[src/rtl/hazard_ctrl.sv]
// -----------------------------------------------------------------------------
// hazard_ctrl
//
// Sequencing controller for a four-stage IF/ID/EX/WB pipeline. It tracks the
// destination registers of the instructions now in EX and WB in a private
// shadow scoreboard. When the instruction in ID reads one of those registers,
// it stalls fetch/decode and feeds bubbles into ID/EX. A taken branch or jump
// resolved in WB squashes every younger instruction; fetch is predict-not-taken.
// Two saturating counters record stall cycles and flushes.
//
// Ports
//   clock            pipeline clock, all state changes on the rising edge
//   reset            synchronous, active-high
//   id_valid         ID stage holds a real instruction
//   id_rs / id_rt    source specifiers of the ID instruction
//   id_rd            destination specifier of the ID instruction
//   id_uses_rs/rt    ID instruction actually reads rs / rt
//   id_reg_wrt       ID instruction writes rd
//   wb_branch_taken  WB stage resolved a taken branch/jump
//   pc_en            PC load enable
//   if_id_en         IF/ID load enable
//   id_ex_bubble     load a NOP into ID/EX
//   flush            clear IF/ID and ID/EX at this edge
//   state            RUN=0, STALL=1, FLUSH=2
//   stall_cycles     saturating count of RAW-stall cycles
//   flush_count      saturating count of taken-branch flushes
// -----------------------------------------------------------------------------
module hazard_ctrl #(
   parameter int REG_ADDR_W = 6,
   parameter int CNT_W      = 16
) (
   input  logic                  clock,
   input  logic                  reset,
   input  logic                  id_valid,
   input  logic [REG_ADDR_W-1:0] id_rs,
   input  logic [REG_ADDR_W-1:0] id_rt,
   input  logic [REG_ADDR_W-1:0] id_rd,
   input  logic                  id_uses_rs,
   input  logic                  id_uses_rt,
   input  logic                  id_reg_wrt,
   input  logic                  wb_branch_taken,
   output logic                  pc_en,
   output logic                  if_id_en,
   output logic                  id_ex_bubble,
   output logic                  flush,
   output logic [1:0]            state,
   output logic [CNT_W-1:0]      stall_cycles,
   output logic [CNT_W-1:0]      flush_count
);

   typedef enum logic [1:0] {
      ST_RUN   = 2'd0,
      ST_STALL = 2'd1,
      ST_FLUSH = 2'd2
   } state_t;

   state_t                  state_q, state_d;
   logic                    ex_v_q, ex_v_d;
   logic                    ex_w_q, ex_w_d;
   logic [REG_ADDR_W-1:0]   ex_dst_q, ex_dst_d;
   logic                    wb_v_q, wb_v_d;
   logic                    wb_w_q, wb_w_d;
   logic [REG_ADDR_W-1:0]   wb_dst_q, wb_dst_d;
   logic [CNT_W-1:0]        stall_cnt_q, stall_cnt_d;
   logic [CNT_W-1:0]        flush_cnt_q, flush_cnt_d;

   logic                    in_flush;
   logic                    raw;
   logic                    issue;
   logic                    taken;

   // Per-operand hazard match. Register 0 is compared like any other
   // specifier; the datapath has no hardwired zero register.
   logic [REG_ADDR_W-1:0]   src_addr [2];
   logic [1:0]              src_used;
   logic [1:0]              src_hit;

   assign src_addr[0] = id_rs;
   assign src_addr[1] = id_rt;
   assign src_used    = {id_uses_rt, id_uses_rs};

   genvar gi;
   generate
      for (gi = 0; gi < 2; gi++) begin : g_src
         // The register file has no write-through, so a producer still in WB
         // blocks just as one in EX does.
         assign src_hit[gi] = src_used[gi] &
                              ((ex_v_q & ex_w_q & (ex_dst_q == src_addr[gi])) |
                               (wb_v_q & wb_w_q & (wb_dst_q == src_addr[gi])));
      end
   endgenerate

   // IF/ID holds a squashed NOP during FLUSH, so ID contents are ignored there.
   assign in_flush = (state_q == ST_FLUSH);
   assign taken    = wb_branch_taken;
   assign raw      = id_valid & ~in_flush & (|src_hit);
   assign issue    = id_valid & ~raw & ~in_flush & ~taken;

   // Pipeline control outputs (Mealy). Reset dominates, then taken, then raw.
   always_comb begin
      pc_en        = 1'b1;
      if_id_en     = 1'b1;
      id_ex_bubble = ~issue;
      flush        = 1'b0;
      if (reset) begin
         pc_en        = 1'b0;
         if_id_en     = 1'b0;
         id_ex_bubble = 1'b1;
      end else if (taken) begin
         id_ex_bubble = 1'b1;
         flush        = 1'b1;
      end else if (raw) begin
         pc_en        = 1'b0;
         if_id_en     = 1'b0;
         id_ex_bubble = 1'b1;
      end
   end

   // Next-state, shadow scoreboard and counters.
   always_comb begin
      state_d     = state_q;
      ex_v_d      = ex_v_q;
      ex_w_d      = ex_w_q;
      ex_dst_d    = ex_dst_q;
      wb_v_d      = wb_v_q;
      wb_w_d      = wb_w_q;
      wb_dst_d    = wb_dst_q;
      stall_cnt_d = stall_cnt_q;
      flush_cnt_d = flush_cnt_q;

      if (taken) begin
         state_d = ST_FLUSH;
         ex_v_d  = 1'b0;
         wb_v_d  = 1'b0;
         if (flush_cnt_q != {CNT_W{1'b1}}) begin
            flush_cnt_d = flush_cnt_q + CNT_W'(1);
         end
      end else begin
         wb_v_d   = ex_v_q;
         wb_w_d   = ex_w_q;
         wb_dst_d = ex_dst_q;
         if (issue) begin
            ex_v_d   = 1'b1;
            ex_w_d   = id_reg_wrt;
            ex_dst_d = id_rd;
         end else begin
            ex_v_d   = 1'b0;
            ex_w_d   = 1'b0;
            ex_dst_d = '0;
         end

         case (state_q)
            ST_RUN:   state_d = raw ? ST_STALL : ST_RUN;
            ST_STALL: state_d = raw ? ST_STALL : ST_RUN;
            ST_FLUSH: state_d = ST_RUN;
            default:  state_d = ST_RUN;
         endcase

         if (raw && (stall_cnt_q != {CNT_W{1'b1}})) begin
            stall_cnt_d = stall_cnt_q + CNT_W'(1);
         end
      end
   end

   always_ff @(posedge clock) begin
      if (reset) begin
         state_q     <= ST_RUN;
         ex_v_q      <= 1'b0;
         ex_w_q      <= 1'b0;
         ex_dst_q    <= '0;
         wb_v_q      <= 1'b0;
         wb_w_q      <= 1'b0;
         wb_dst_q    <= '0;
         stall_cnt_q <= '0;
         flush_cnt_q <= '0;
      end else begin
         state_q     <= state_d;
         ex_v_q      <= ex_v_d;
         ex_w_q      <= ex_w_d;
         ex_dst_q    <= ex_dst_d;
         wb_v_q      <= wb_v_d;
         wb_w_q      <= wb_w_d;
         wb_dst_q    <= wb_dst_d;
         stall_cnt_q <= stall_cnt_d;
         flush_cnt_q <= flush_cnt_d;
      end
   end

   assign state        = state_q;
   assign stall_cycles = stall_cnt_q;
   assign flush_count  = flush_cnt_q;

endmodule

[config.mk]
export PLATFORM = sky130hd
export DESIGN_NAME = hazard_ctrl
export DESIGN_NICKNAME = d
export VERILOG_FILES = /design/src/rtl/hazard_ctrl.sv
export SDC_FILE = /design/constraint.sdc
export NUM_CORES = 1
export LEC_CHECK = 0
export CAP_MARGIN = 20
export CORE_MARGIN = 8
export CORE_UTILIZATION = 35
export DETAILED_ROUTE_END_ITERATION = 6
export HOLD_SLACK_MARGIN = 0.08
export PLACE_DENSITY = 0.71
export SETUP_SLACK_MARGIN = 0.15
export SLEW_MARGIN = 10
export SYNTH_ARGS = -nofsm -noshare
export SYNTH_HDL_FRONTEND = slang
export SYNTH_SLANG_ARGS = --single-unit
export TNS_END_PERCENT = 1
[constraint.sdc]
create_clock -name clock -period 2.91 [get_ports clock]
set_input_delay 0.582 -clock clock [delete_from_list [all_inputs] [get_ports clock]]
set_output_delay 0.582 -clock clock [all_outputs]
set_load 0.02 [all_outputs]
Figure 1. Supply network (run 1).
Drawn at 4 px/micron. Pins as bars on the die edge. Tap cells in gray.
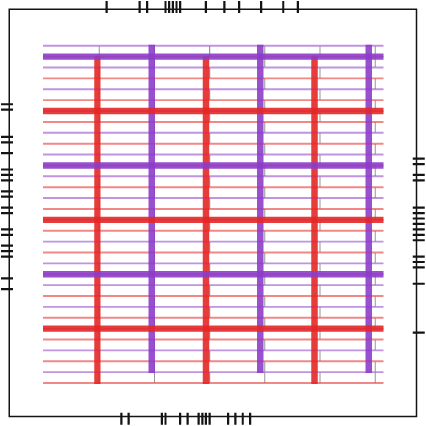
VSS: marked red. VDD: marked purple.
6 straps on met4. The core has 31 rows.

Figure 2. Placement by cell class (run 1).
Drawn at 4 px/micron. Fill, decap, tap and diode cells in gray.
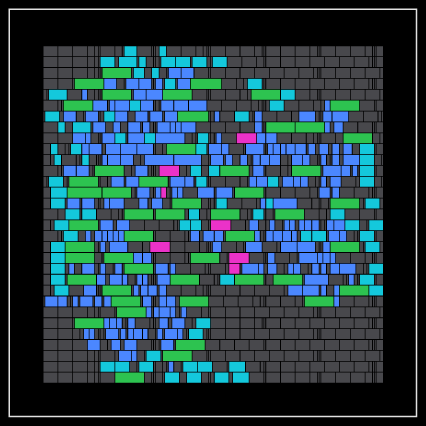
clock drivers and dummy loads: marked magenta, cells 7, share of their area 2.4%. remaining logic cells: marked blue, cells 226, share of their area 46%. registers: marked green, cells 50, share of their area 30%. remaining buffers and delay cells: marked cyan, cells 81, share of their area 22%.
fin area: 3490 sq um
sequential fraction of total cell area: 28.9%

==> impl_metrics.ini, run 1 <==
; generated from flow reports
[floorplanning]
rows = 31
fp.dieH_microns = 101
fp_util_pct = 35.6
dieArea_sq_um = 10300

[timing]
setup-tns-final_ns = 0
period_minus_slack_ns = 2.71
tightest_slew_ns = 0.849
fin_ws_ns = 0.203
grt_setup_unrepaired = yes

[critical_path]
crit_type = primary input to output port
critPathMaxFanout = 2
worst_ep_arrival_time_ns = 2.13
crit_path_end_kind = output port
startpoint_type = primary input
critical_path_required_ns = 2.33
cpMaxStageDelayCell = or4_4

[run_status]
outcome = completed

[clock_network]
htreeDepth = 2
cts.sinks = 50
clk_pin_slew_worst_paths_ns = 0.09
clockRootBuffer = clkbuf_8
numCtsBuffers = 5

[worst_hold_path]
holdCritPathClass = flip-flop to flip-flop

[detailed_routing]
avgViaCountPerCell = 4.95
ant_nets = 0
dr_total_vias = 2292
met1_length_microns = 2880
wl_microns = 6310
highest_layer = met4

[logic_synthesis]
syn_nets = 317
ys_area_sq_um = 2550
yosys.area.top_type_share_pct = 39.2
yosys-top-cells-count = dfxtp_1 (50), nor2_1 (39), nand2_1 (21), xnor2_1 (21), xor2_1 (18)
syn_inst = 290
async_reset_ff_share_pct = 0
syn_area_sq_um = 2550

[placed_design]
portBuffers = 62

[pwr]
p_leak_nw = 1.25
irDropWorstVdd_mv = 0.179
p_per_area_nw_per_um2 = 354

[cells_and_area]
final_nets = 391
final_util_pct = 48.6
diodes = 0

[global_routing]
grt_usage_pct = 12.3
Figure 3. Clock distribution (run 1).
Drawn at 4 px/micron.
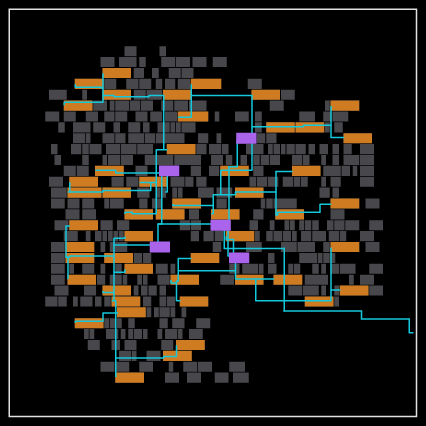
flip-flops: marked orange, count 50. clock-net drivers: marked purple, count 5. clock wires: marked cyan, length 653 microns.
There are 6 routed clock nets.
Final Skew: 0.0129 ns
Clk. pwr: 0.390 mW

-- run 1: through the flow --
step / hold WS (ns) / area [sq um] / cells
after global placement: 0.437 / 3380 / 455
after CTS: 0.446 / 3460 / 462
final: 0.445 / 3490 / 463
after floorplan: 0.457 / 2570 / 290
after detailed placement: 0.447 / 3380 / 455
after global routing: 0.467 / 3490 / 463
-- run 1: critical path, delay by kind of cell --
kind / cells / cell delay, ns
AND-OR/OR-AND: 2 / 0.28
XOR/XNOR: 1 / 0.15
buffers and inverters: 3 / 0.39
AND/OR/NAND/NOR: 3 / 0.71
-- run 1: cell usage in the layout (no fill, tap or decap), drive strengths merged, types with 3 or more instances in the layout --
| master | count |
|---|---|
| dfxtp | 50 |
| clkdlybuf4s50 | 45 |
| nor2 | 39 |
| buf | 28 |
| xnor2 | 21 |
| nand2 | 21 |
| xor2 | 18 |
| nand3 | 16 |
| nor2b | 10 |
| nor3 | 10 |
| or4 | 10 |
| a21oi | 9 |
| nand4 | 8 |
| mux2 | 8 |
| clkbuf | 8 |
| a22o | 7 |
| mux2i | 7 |
| inv | 6 |
| nor4 | 6 |
| o31ai | 5 |
| o21ai | 3 |
| and3 | 3 |
| dlymetal6s2s | 3 |
| nor3b | 3 |
-- run 1: registers in the layout, summed over array words and instances, names as in the netlist --
register	flops
ex_w_q	1
state	2
wb_dst_q	6
wb_v_q	1
ex_v_q	1
flush_count	16
stall_cycles	16
wb_w_q	1
ex_dst_q	6
-- run 1: worst paths after layout --
| path | depth (start not counted) | start | slack [ns] | end |
|---|---|---|---|---|
| max reg2reg | 9 | ex_dst_q[3]$_SDFFE_PP0N_ | 0.31 | stall_cycles[6]$_SDFFE_PP0P_ |
| min | 1 | state[1]$_SDFF_PP0_ | 0.44 | state[0]$_SDFF_PP0_ |
| min reg2reg | 1 | state[1]$_SDFF_PP0_ | 0.44 | state[0]$_SDFF_PP0_ |
| max | 9 | id_rt[3] | 0.20 | if_id_en |
-- run 1: cell type report --
| class | count | area (sq um) |
|---|---|---|
| fillers | 703 | 3690 |
| multi-input cells | 220 | 1520 |
| flip-flops and latches | 50 | 1010 |
| repair buffers | 81 | 733 |
| well taps | 99 | 124 |
| clock buffers | 6 | 72.6 |
| inverters | 6 | 22.5 |
| clock inverters | 1 | 7.51 |
-- run 1: layer usage --
metal / GRT usage [%] / vias to the layer above
met5: 0 / -
met4: 2.98 / 0
met3: 3.57 / 9
met2: 20.9 / 50
met1: 14.9 / 1069
li1: - / 1164
-- run 1: power breakdown --
group	switching (mW)	leakage, nW	total, mW	internal, mW
sequential	0.0103	0.406	0.703	0.692
combinational	0.0692	0.808	0.141	0.0718
clock	0.225	0.0373	0.390	0.166
-- run 1: repair_timing --
item	CTS	global route
setup buffers	0	1
endpoints found under the setup margin	17	4
resized	42	22
hold buffers	0	0
pin swaps	8	11
-- run 1: cells by family (layout without fill, tap and decap cells) --
family	count (synthesis)	in the layout	share of synthesized area, %
xor+xnor	39	39	13.4
buf+inv	20	94	3.77
mux	15	15	6.27
simple gates	135	135	28.0
flops	50	50	39.2
fa+ha+maj	2	2	0.980
compound gates	29	29	8.43
==> inputs of run 2 (changes only) <==
Settings changed: CAP_MARGIN 20 to not set.
==> run 2 against run 1 <==
  * Hold slack did not move
  * Routed wire length did not move
  * Core utilization unchanged
  * Sequential cell count stayed put
  * Sequential share of layout area is the same
  * Non-clock buffer count unchanged
  * Cell count unchanged
  * Synthesized cell count stayed put
  * Total power is the same
  * Largest power group unchanged
==> impl_metrics.ini, run 2 <==
; generated from flow reports
[floorplanning]
dieArea_sq_um = 10300
rows = 31

[cells_and_area]
final_cell_mix = dfxtp_1 (47), clkdlybuf4s50_1 (45), nor2_1 (37)
fin_cells = 463
lay_top_count = dfxtp_1
final_util_pct = 48.6
diodes = 0

[logic_synthesis]
ys_sh_adder_pct = 0.980
syn_nets = 317
xor_share_pct = 13.4
synthSimpleGateAreaFrac_pct = 28.0
syn_area_sq_um = 2550
synthAoiAreaFrac_pct = 8.43
yosys.area.top_type_share_pct = 39.2
logic_family = simple AND/OR/NAND/NOR gates
async_reset_ff_share_pct = 0
syn_inst = 290
yosys-top-cells-count = dfxtp_1 (50), nor2_1 (39), nand2_1 (21), xnor2_1 (21), xor2_1 (18)
mux_share_pct = 6.27

[detailed_routing]
avgViaCountPerCell = 4.95
ant_nets = 0

[timing]
period_minus_slack_ns = 2.71
fin_ws_ns = 0.203
tightest_slew_ns = 0.849
holdWs_ns = 0.445

[clock_network]
htreeDepth = 2
clockRootBuffer = clkbuf_8
clk_pin_slew_worst_paths_ns = 0.09
numCtsBuffers = 5
cts.sinks = 50

[run_status]
outcome = completed

[pwr]
p_leak_nw = 1.25

[global_routing]
grt_util_met3_pct = 3.57
grtUsageMet2_pct = 20.9

[critical_path]
critPathMaxFanout = 2
crit_type = primary input to output port
cp_top_family = simple AND/OR/NAND/NOR gates
worst_ep_arrival_time_ns = 2.13

[placed_design]
place_inst = 455
portBuffers = 62
run 2: cell counts after synthesis:
Identical to the previous run, type by type.
run 2: path summary, 6_finish.rpt:
| check | depth (start not counted) | endpoint | start | slack, ns |
|---|---|---|---|---|
| hold reg to reg | 1 | state[0]$_SDFF_PP0_ | state[1]$_SDFF_PP0_ | 0.44 |
| setup reg to reg | 9 | stall_cycles[6]$_SDFFE_PP0P_ | ex_dst_q[3]$_SDFFE_PP0N_ | 0.31 |
| setup / recovery | 9 | if_id_en | id_rt[3] | 0.20 |
| hold / removal | 1 | state[0]$_SDFF_PP0_ | state[1]$_SDFF_PP0_ | 0.44 |
run 2: timing repair:
| action | in CTS | in global routing |
|---|---|---|
| buffers inserted | 0 | 1 |
| endpoints found under the setup margin | 17 | 4 |
| pin swaps | 8 | 11 |
| resized | 42 | 22 |
run 2: power breakdown:
part / switching [mW] / leakage (nW) / internal [mW]
clock: 0.225 / 0.0373 / 0.166
combinational: 0.0692 / 0.808 / 0.0718
sequential: 0.0103 / 0.406 / 0.692
total: 0.304 / 1.25 / 0.930
run 2: metrics by stage:
| step | total power [mW] | instance area (sq um) | TNS (ns) |
|---|---|---|---|
| after global placement | 0.862 | 3380 | -4.88 |
| after global routing | 1.29 | 3490 | 0 |
| after CTS | 1.26 | 3460 | 0 |
| after floorplan | 0.787 | 2570 | 0 |
| final | 1.23 | 3490 | 0 |
| after detailed placement | 0.863 | 3380 | -5.88 |
run 2: logic make-up (layout without fill, tap and decap cells):
logic type	count (synthesis)	count (layout)
flip-flops	50	50
AND-OR/OR-AND	29	29
AND/OR/NAND/NOR	135	135
buffers and inverters	20	94
XOR/XNOR	39	39
multiplexers	15	15
adder cells (fa/ha/maj)	2	2
run 2: layout make-up:
class | instances | area [sq um]
timing repair buffer | 81 | 733
multi-input combinational | 220 | 1520
inverter | 6 | 22.5
clock inverter | 1 | 7.51
tap | 99 | 124
fill | 703 | 3690
sequential | 50 | 1010
clock buffer | 6 | 72.6
run 2: per-layer routing:
layer	part of all wire (%)	wire, microns
met3	5.6	356
met4	0.97	61
met5	0	0
met1	46	2880
met2	48	3010
Figure 4. Routed metal, one color a layer (run 2).
Drawn at 4 px/micron.
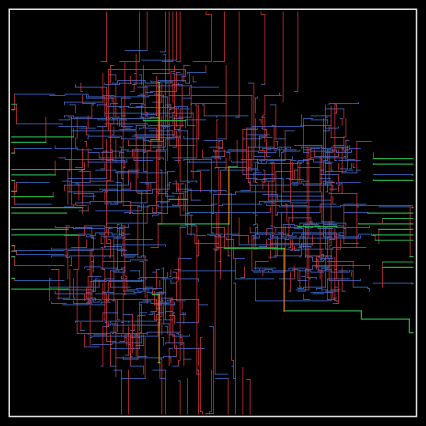
M2: marked red, wire length 3010 microns. M4: marked orange, wire length 61.2 microns. M3: marked green, wire length 356 microns. M1: marked blue, wire length 2880 microns.
via count: 2292
drt total wl: 6310 microns
post-DR wirelength/cell: 13.6 microns
GRT Total Usage: 12.3%

Figure 5. Clock distribution (run 2).
Drawn at 4 px/micron.
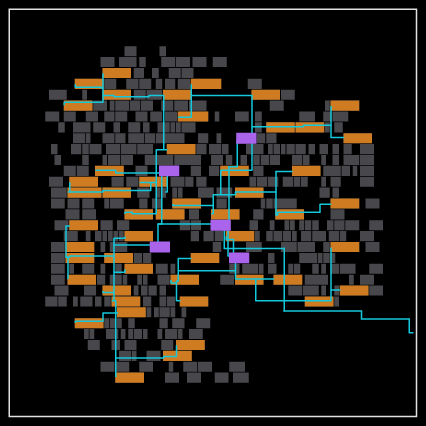
clock wires: marked cyan, length 653 microns. flip-flops: marked orange, count 50. clock-net drivers: marked purple, count 5.
There are 6 routed clock nets.
Clk pwr share: 31.6%
clk latency late pin: 0.30 ns

Figure 6. Supply network (run 2).
Drawn at 4 px/micron. Pins as bars on the die edge. Tap cells in gray.
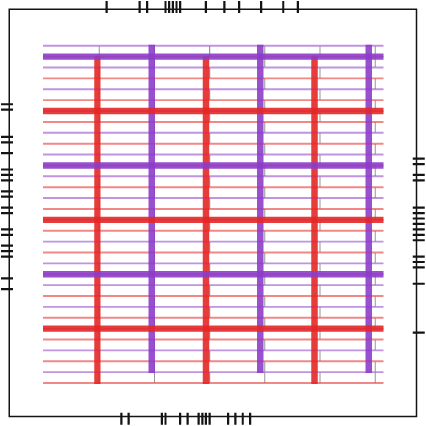
VDD: marked purple. VSS: marked red.
6 straps on met4. 99 tap cells.
Die X-Extent: 101 microns
Peak VDD IR: 0.179 mV
Core Box Area: 7180 sq um
DIE HEIGHT: 101 microns

==> inputs of run 3 (changes only) <==
Settings changed: CORE_ASPECT_RATIO set to 0.75, CORE_MARGIN 8 to 1.
==> run 3 against run 2 <==
  * Worst setup slack worse by 0.053 ns
  * Die size is 26% lower
  * Via count is 1.1% higher
  * Highest routed layer unchanged
==> impl_metrics.ini, run 3 <==
; generated from flow reports
[run_status]
outcome = completed

[pwr]
power_frac_clock_pct = 31.0
p_sw_mw = 0.294
p_leak_nw = 1.22
p_seq_share_pct = 57.4
p_per_area_nw_per_um2 = 355
p_int_mw = 0.932
sw_frac_of_total_pct = 24.0
power.total_mw = 1.23
p_comb_share_pct = 11.7
irDropWorstVdd_mv = 0.169

[timing]
fin_skew_ns = 0.00691
grt_setup_unrepaired = yes
fin_ws_ns = 0.150
holdWs_ns = 0.449
tightest_slew_ns = 0.574
setup-tns-final_ns = 0
period_minus_slack_ns = 2.76

[global_routing]
antenna_found_initial = 0

[placed_design]
portBuffers = 62
place_inst = 453
dpl-instance-area_sq_um = 3370

[detailed_routing]
avgViaCountPerCell = 5.04
drc = 0
ant_nets = 0
dr.pass1.iters = 4

[critical_path]
cp_top_family = simple AND/OR/NAND/NOR gates
critical_path_required_ns = 2.33
cpMaxStageDelayCell = or4_1
r2r-end = stall_cycles[15]$_SDFFE_PP0P_
reg2reg_from = wb_dst_q[4]$_SDFFE_PP0N_
worst_ep_arrival_time_ns = 2.18
crit_start = id_rt[3]
startpoint_type = primary input
r2r_slack_ns = 0.40
cp.buffers_inverters = 4
max_stage_delay_ns = 0.50
critPathMaxFanout = 2
crit_path_end_kind = output port
r2r_cells = 8
crit_type = primary input to output port
cp_common_cell = buf_6

[cells_and_area]
final_nets = 389
fin_cells = 460
drive_above_1_share_pct = 15.2
final_cell_mix = dfxtp_1 (47), clkdlybuf4s50_1 (47), nor2_1 (37)
final_util_pct = 49.8
diodes = 0
stdcell_area_sq_um = 3450

[logic_synthesis]
syn_nets = 317
ys.flops = 50
yosys-top-cells-count = dfxtp_1 (50), nor2_1 (39), nand2_1 (21), xnor2_1 (21), xor2_1 (18)
most_common_cell = dfxtp_1
ys_warn_count = 0
ys_area_sq_um = 2550
yosys.area.top_type_share_pct = 39.2
syn_area_sq_um = 2550
synth.avg_cell_area_sq_um = 8.81
syn_inst = 290
async_reset_ff_share_pct = 0

[clock_network]
numCtsBuffers = 5
clkLatencyLatePin_ns = 0.30
clockRootBuffer = clkbuf_8
hold_buffers = 0
htreeDepth = 2
cts.sinks = 50
clk_pin_slew_worst_paths_ns = 0.08

[job]
openroad.warnings = 27

[floorplanning]
rows = 26
die_w_microns = 101
fp_util_pct = 36.9
fp.dieH_microns = 76.0
fp.coreArea_sq_um = 6930
dieArea_sq_um = 7650

[worst_hold_path]
hold_start = state[1]$_SDFF_PP0_
whs_path_depth = 1
holdCritPathClass = flip-flop to flip-flop
hold_end = state[0]$_SDFF_PP0_
==> run 3: what timing repair did <==
action | in CTS | in global routing
setup buffers | 0 | 0
endpoints found under the setup margin | 17 | 4
pin swaps | 8 | 10
resized | 40 | 19
==> run 3: how the worst max path moves through the flow <==
| stage | end | cells past startpoint | slack, ns |
|---|---|---|---|
| after global routing | if_id_en | 10 | 0.07 |
| after floorplan | pc_en | 9 | 0.15 |
| after CTS | pc_en | 9 | 0.15 |
| after global placement | if_id_en | 9 | -0.57 |
| after detailed placement | pc_en | 9 | -0.58 |
| final | pc_en | 10 | 0.15 |
==> run 3: cells by family (layout without fill, tap and decap cells) <==
group | count (synthesis) | count (layout) | synth area share (%)
flops | 50 | 50 | 39.2
compound gates | 29 | 29 | 8.43
simple gates | 135 | 135 | 28.0
xor+xnor | 39 | 39 | 13.4
buf+inv | 20 | 92 | 3.77
fa+ha+maj | 2 | 2 | 0.980
mux | 15 | 15 | 6.27
==> run 3: power groups by stage <==
stage               sequential (mW)  combinational (mW)  clock (mW)
global route                  0.705               0.155       0.415
CTS                           0.704               0.141       0.389
floorplan                     0.722              0.0654           0
detailed placement            0.720               0.144           0
finish                        0.703               0.143       0.380
global placement              0.720               0.142           0
==> run 3: cell type report <==
| type | instances | area [sq um] |
|---|---|---|
| fillers | 665 | 3480 |
| repair buffers | 79 | 724 |
| multi-input cells | 220 | 1500 |
| inverters | 6 | 22.5 |
| flip-flops and latches | 50 | 1010 |
| clock buffers | 7 | 76.3 |
| well taps | 98 | 123 |
==> run 3: routing by layer <==
metal / vias to the layer above / wire length (microns) / part of all wire [%] / GRT usage [%]
li1: 1160 / - / - / -
met1: 1076 / 3040 / 48 / 24.4
met2: 74 / 2840 / 45 / 25.5
met3: 7 / 349 / 5.6 / 3.39
met4: 0 / 55 / 0.88 / 4.93
met5: - / 0 / 0 / 0
Figure 7. Supply network (run 3).
Drawn at 4 px/micron. Pins as bars on the die edge. Tap cells in gray.
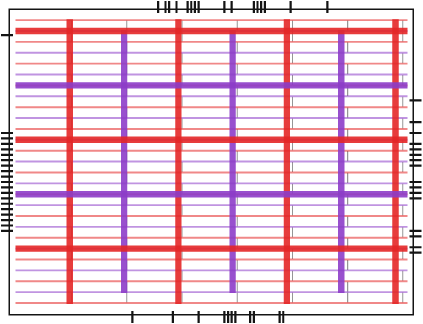
VSS: marked red. VDD: marked purple.
7 straps on met4. 27 met1 rails follow the rows. 5 straps on met5.

Figure 8. Routed metal, one color a layer (run 3).
Drawn at 4 px/micron.
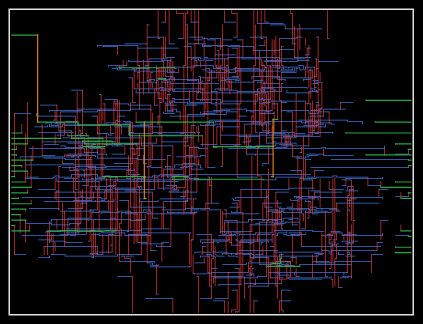
M3: marked green, wire length 349 microns. M4: marked orange, wire length 55.1 microns. M1: marked blue, wire length 3040 microns. M2: marked red, wire length 2840 microns.
via count: 2317
drt total wl: 6280 microns
GRT Total Usage: 16.9%
post-DR wirelength/cell: 13.7 microns

Figure 9. Routing congestion map (run 3).
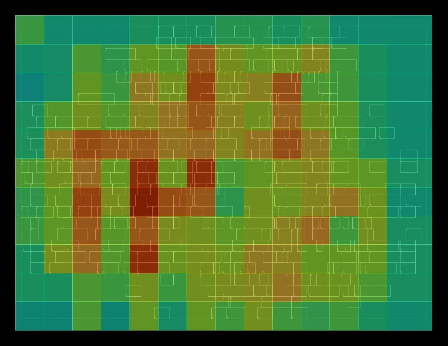
Most Crowded Layer GR: met2
global routing usage on met2: 25.5%

Power and IR drop assume default switching activity.
